**config.mk**
```make
export PLATFORM = sky130hd
export DESIGN_NAME = wb_arb2
export DESIGN_NICKNAME = d
export VERILOG_FILES = /design/src/rtl/wb_pkg.sv /design/src/rtl/wb_watchdog.sv /design/src/rtl/wb_arb2.sv
export SDC_FILE = /design/constraint.sdc
export NUM_CORES = 1
export LEC_CHECK = 0
export CAP_MARGIN = 5
export CORE_AREA = 3 3 123 125
export DETAILED_ROUTE_END_ITERATION = 7
export DIE_AREA = 0 0 126 128
export PLACE_DENSITY_LB_ADDON = 0.3
export SYNTH_ARGS = -nofsm -noshare
export SYNTH_HDL_FRONTEND = slang
export SYNTH_SLANG_ARGS = --single-unit
```
**constraint.sdc**
```tcl
create_clock -name clk -period 2 [get_ports clk]
set_clock_uncertainty 0.2 [all_clocks]
set_input_delay 0.2 -clock clk [delete_from_list [all_inputs] [get_ports clk]]
set_output_delay 0.2 -clock clk [all_outputs]
set_load 0.005 [all_outputs]
```
**src/rtl/wb_pkg.sv**
```systemverilog
// Shared Wishbone definitions: arbiter state encoding and a constant-width helper.
package wb_pkg;

  typedef enum logic [1:0] {
    ARB_IDLE = 2'd0,
    ARB_GNT0 = 2'd1,
    ARB_GNT1 = 2'd2
  } arb_state_t;

  // Number of bits needed to index 'value' distinct values (clog2(1) == 0).
  function automatic int clog2(input int value);
    int r;
    r = 0;
    for (int i = 0; i < 31; i++) begin
      if ((1 << i) < value) r = i + 1;
    end
    return r;
  endfunction

endpackage

```
**src/rtl/wb_watchdog.sv**
```systemverilog
// Bus watchdog: counts consecutive unterminated strobe cycles and fires at 'timeout'.
module wb_watchdog
  import wb_pkg::*;
#(
  parameter int timeout = 255
) (
  input  logic clk,
  input  logic reset_n,
  input  logic clear,
  input  logic active,
  output logic fire
);

  localparam int cnt_w = (clog2(timeout + 1) < 1) ? 1 : clog2(timeout + 1);
  localparam logic [cnt_w-1:0] term_cnt = cnt_w'(timeout);
  localparam bit enabled = (timeout != 0);

  logic [cnt_w-1:0] cnt;

  assign fire = enabled && (cnt == term_cnt);

  // The firing cycle itself clears the count so the error is a single pulse.
  always_ff @(posedge clk or negedge reset_n) begin
    if (!reset_n) begin
      cnt <= '0;
    end else if (clear || !active || fire || !enabled) begin
      cnt <= '0;
    end else begin
      cnt <= cnt + cnt_w'(1);
    end
  end

endmodule

```
**src/rtl/wb_arb2.sv**
```systemverilog
// Two-master round-robin Wishbone arbiter; grant held for the whole cyc, with bus watchdog.
module wb_arb2
  import wb_pkg::*;
#(
  parameter int adr_width = 32,
  parameter int timeout   = 255
) (
  input  logic                 clk,
  input  logic                 reset_n,

  input  logic [adr_width-1:0] m0_adr_i,
  input  logic [31:0]          m0_dat_i,
  input  logic [3:0]           m0_sel_i,
  input  logic                 m0_we_i,
  input  logic                 m0_cyc_i,
  input  logic                 m0_stb_i,
  output logic [31:0]          m0_dat_o,
  output logic                 m0_ack_o,
  output logic                 m0_err_o,
  output logic                 m0_rty_o,

  input  logic [adr_width-1:0] m1_adr_i,
  input  logic [31:0]          m1_dat_i,
  input  logic [3:0]           m1_sel_i,
  input  logic                 m1_we_i,
  input  logic                 m1_cyc_i,
  input  logic                 m1_stb_i,
  output logic [31:0]          m1_dat_o,
  output logic                 m1_ack_o,
  output logic                 m1_err_o,
  output logic                 m1_rty_o,

  output logic [adr_width-1:0] s_adr_o,
  output logic [31:0]          s_dat_o,
  output logic [3:0]           s_sel_o,
  output logic                 s_we_o,
  output logic                 s_cyc_o,
  output logic                 s_stb_o,
  input  logic [31:0]          s_dat_i,
  input  logic                 s_ack_i,
  input  logic                 s_err_i,
  input  logic                 s_rty_i,

  output logic [1:0]           gnt
);

  arb_state_t state, state_nxt;
  logic       last;
  logic       sel1;
  logic       granted;
  logic       own_cyc;
  logic       own_stb;
  logic       wd_fire;
  logic       wd_active;
  logic       wd_clear;

  // 'last' = 1 out of reset so master 0 wins the first tie.
  always_ff @(posedge clk or negedge reset_n) begin
    if (!reset_n) begin
      state <= ARB_IDLE;
      last  <= 1'b1;
    end else begin
      state <= state_nxt;
      if (state_nxt == ARB_GNT0) begin
        last <= 1'b0;
      end else if (state_nxt == ARB_GNT1) begin
        last <= 1'b1;
      end
    end
  end

  always_comb begin
    state_nxt = state;
    case (state)
      ARB_IDLE: begin
        if (m0_cyc_i && m1_cyc_i) begin
          state_nxt = last ? ARB_GNT0 : ARB_GNT1;
        end else if (m0_cyc_i) begin
          state_nxt = ARB_GNT0;
        end else if (m1_cyc_i) begin
          state_nxt = ARB_GNT1;
        end
      end
      ARB_GNT0: begin
        if (!m0_cyc_i) state_nxt = m1_cyc_i ? ARB_GNT1 : ARB_IDLE;
      end
      ARB_GNT1: begin
        if (!m1_cyc_i) state_nxt = m0_cyc_i ? ARB_GNT0 : ARB_IDLE;
      end
      default: state_nxt = ARB_IDLE;
    endcase
  end

  assign gnt[0]  = (state == ARB_GNT0);
  assign gnt[1]  = (state == ARB_GNT1);
  assign sel1    = gnt[1];
  assign granted = gnt[0] | gnt[1];

  // Idle defaults to master 0 on the address/data side; enables are gated by state.
  always_comb begin
    s_adr_o = sel1 ? m1_adr_i : m0_adr_i;
    s_dat_o = sel1 ? m1_dat_i : m0_dat_i;
    s_sel_o = sel1 ? m1_sel_i : m0_sel_i;
    s_we_o  = sel1 ? m1_we_i  : m0_we_i;
    own_cyc = sel1 ? m1_cyc_i : m0_cyc_i;
    own_stb = sel1 ? m1_stb_i : m0_stb_i;
  end

  assign s_cyc_o = granted & own_cyc;
  assign s_stb_o = granted & own_stb & ~wd_fire;

  // Watchdog sees the pre-fire strobe so the forced-low cycle does not feed back.
  assign wd_active = s_cyc_o & own_stb;
  assign wd_clear  = s_ack_i | s_err_i | s_rty_i;

  wb_watchdog #(
    .timeout (timeout)
  ) u_watchdog (
    .clk     (clk),
    .reset_n (reset_n),
    .clear   (wd_clear),
    .active  (wd_active),
    .fire    (wd_fire)
  );

  always_comb begin
    m0_dat_o = s_dat_i;
    m1_dat_o = s_dat_i;
    m0_ack_o = gnt[0] & s_ack_i;
    m0_err_o = gnt[0] & (s_err_i | wd_fire);
    m0_rty_o = gnt[0] & s_rty_i;
    m1_ack_o = gnt[1] & s_ack_i;
    m1_err_o = gnt[1] & (s_err_i | wd_fire);
    m1_rty_o = gnt[1] & s_rty_i;
  end

endmodule

```
I/O nets highlighted:
(3 px per um)
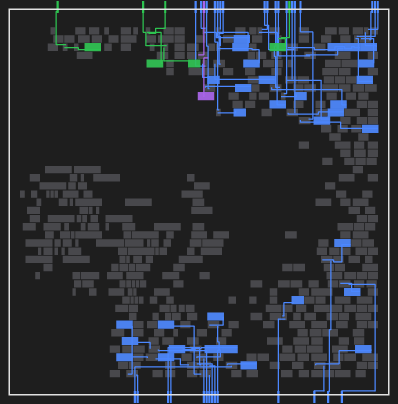
- `s_adr_o`: blue (bits 32; direction output; edge 18 top, 14 bottom; end cells 32; buffers 32; wire 1200 um)
- `m1_we_i`: purple (bits 1; direction input; edge top; end cells 1; buffers 1; wire 30.8 um)
- `s_sel_o`: green (bits 4; direction output; edge top; end cells 4; buffers 4; wire 106 um)

The metal 2 layer:
(3 px per um) Cells faint in the background.
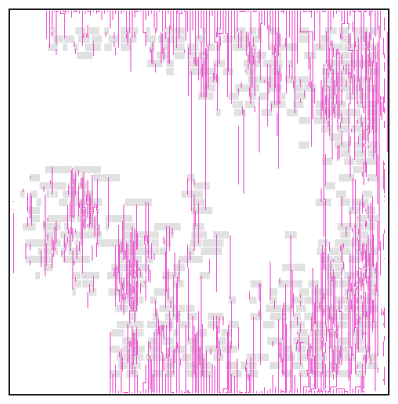
- longest straight run: 75.0 um
- share of all routed wire: 51%
- nets with wire on the layer: 590
- wire length on this layer: 6430 um
- main direction: vertical

Wiring by layer:
(4 px per um) Only two layers are drawn.
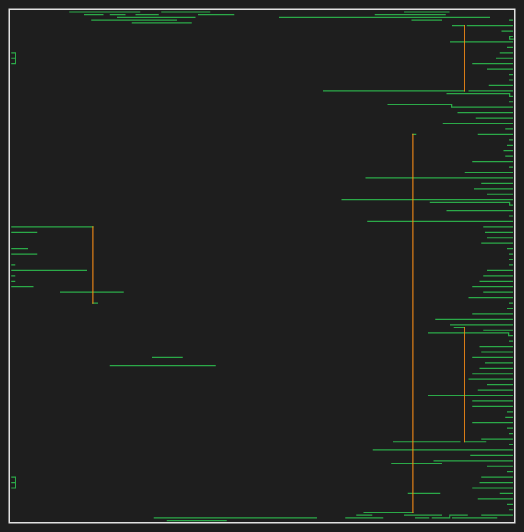
- M4: orange (wire length 158 um)
- M3: green (wire length 1310 um)

==> results_tabular.tex <==
% Table of physical implementation metrics
\begin{tabular}{lr}
\hline
Metric & Value \\
\hline
\multicolumn{2}{l}{\textbf{Clock network}} \\
\quad Post-cts hold-fix buffer tally & 0 \\
\quad TritonCTS clock tree & built \\
\quad H-tree depth & 1 \\
\quad Largest buffer count on any clock path & 2 \\
\multicolumn{2}{l}{\textbf{Die}} \\
\quad Floorplan Core Area & approximately 0.014 sq mm \\
\quad Horizontal die size & about 130 um \\
\quad Die Footprint & 0.0161 sq mm \\
\quad Number of well taps & 180 \\
\multicolumn{2}{l}{\textbf{Critical path}} \\
\quad Top cell by count, worst path & sky130\_fd\_sc\_hd\_\_buf\_6 \\
\quad Data required time at the worst endpoint & 1.60 ns \\
\quad Capture point of the critical path & s\_dat\_o[7] \\
\quad Reg2Reg Depth & 11 \\
\quad Top fanout value on the critical path & 6 \\
\quad Arrival time of data at the critical path endpoint & between 1.5 and 2 ns \\
\quad Count of cell instances traversed by the critical path & 7 \\
\quad CP Class & reg2out \\
\quad Critical path origin & state[1] \\
\multicolumn{2}{l}{\textbf{Cells and area}} \\
\quad Share of cells above drive strength 1 & a little over half \\
\quad Multi-input gate count & between 100 and 150 \\
\quad Sequential cell area in the final layout & approximately 280 sq um \\
\quad Highest-count cells in the layout ignoring fill and taps & sky130\_fd\_sc\_hd\_\_clkdlybuf4s50\_1, sky130\_fd\_sc\_hd\_\_buf\_6, sky130\_fd\_sc\_hd\_\_mux2\_4 \\
\quad Fraction of standard cell area in multi-input logic & between 30\% and 40\% \\
\multicolumn{2}{l}{\textbf{Drt}} \\
\quad DR vias & roughly 2500 \\
\quad TritonRoute pass-1 iters & 4 \\
\quad Routed wire length on met3 & $\sim$1.3 mm \\
\multicolumn{2}{l}{\textbf{Logic synthesis}} \\
\quad Xor+xnor area frac & 2.53\% \\
\quad Synthesized instance count & around 220 \\
\quad Post-synthesis cell type count & 29 \\
\quad Register share after synthesis & 13.3\% \\
\quad Number of flops mapped to enable cells by yosys & 0 \\
\multicolumn{2}{l}{\textbf{Power and ir drop}} \\
\quad Comb power frac & 86.9\% \\
\quad Static power due to leakage & 2.34 nW \\
\quad Internal cell power & 3.36 mW \\
\quad Clock share of power & around 7.4\% \\
\quad Switching power of the nets & $\sim$1.6 mW \\
\quad Group drawing the most power & combinational logic \\
\multicolumn{2}{l}{\textbf{Run status}} \\
\quad Outcome & finished, violations left \\
\quad Failing checks & negative setup slack \\
\multicolumn{2}{l}{\textbf{Timing}} \\
\quad Final count of negative-setup-slack endpoints & $\sim$61 \\
\quad Measured slew at the worst slew-check pin & 0.544 ns \\
\quad Worst rel slew slack & a little under two thirds \\
\quad Post-route setup slack & -0.192 ns \\
\multicolumn{2}{l}{\textbf{Global route}} \\
\quad Met1 global-route usage & 16.0\% \\
\quad Overall Global Routing Usage & 13.8\% \\
\quad Pin count of the biggest net entering global routing & 16 \\
\multicolumn{2}{l}{\textbf{Placement}} \\
\quad Detail Placement HPWL & between 9 and 10 mm \\
\quad \# placed instances & 571 \\
\hline
\end{tabular}
The clock network:
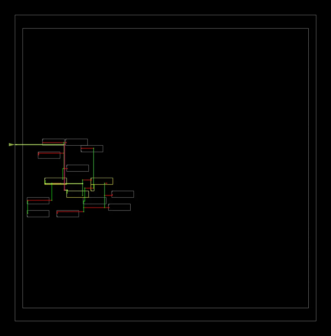
count of clock buffers in the final design: 4
clock insertion delay at the later pin of the skew report: 0.24 ns
CTS sink count: 11
clock group total power: 0.368 mW
clock buffer count from CTS: 3

Zoomed window:
Window x 84 to 104, y 86 to 106 um. Cells in grey, sequential cells in the stronger grey; small squares are vias.
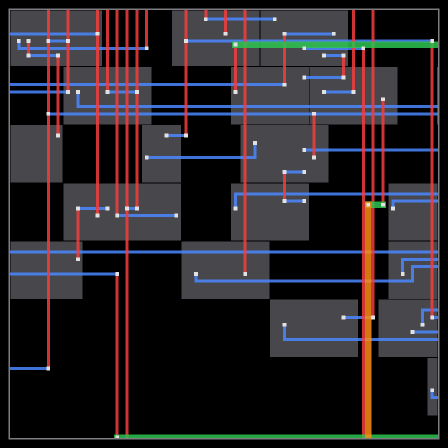
- M3: green
- M1: blue
- M2: red
- M4: orange
- sequential cells in the window: 0
- cells with their middle in the window: 17
- most frequent: buf_6 (6), clkdlybuf4s50_1 (5), mux2_4 (3)

Power figures rest on the tool's default switching activity, not on a simulated workload.
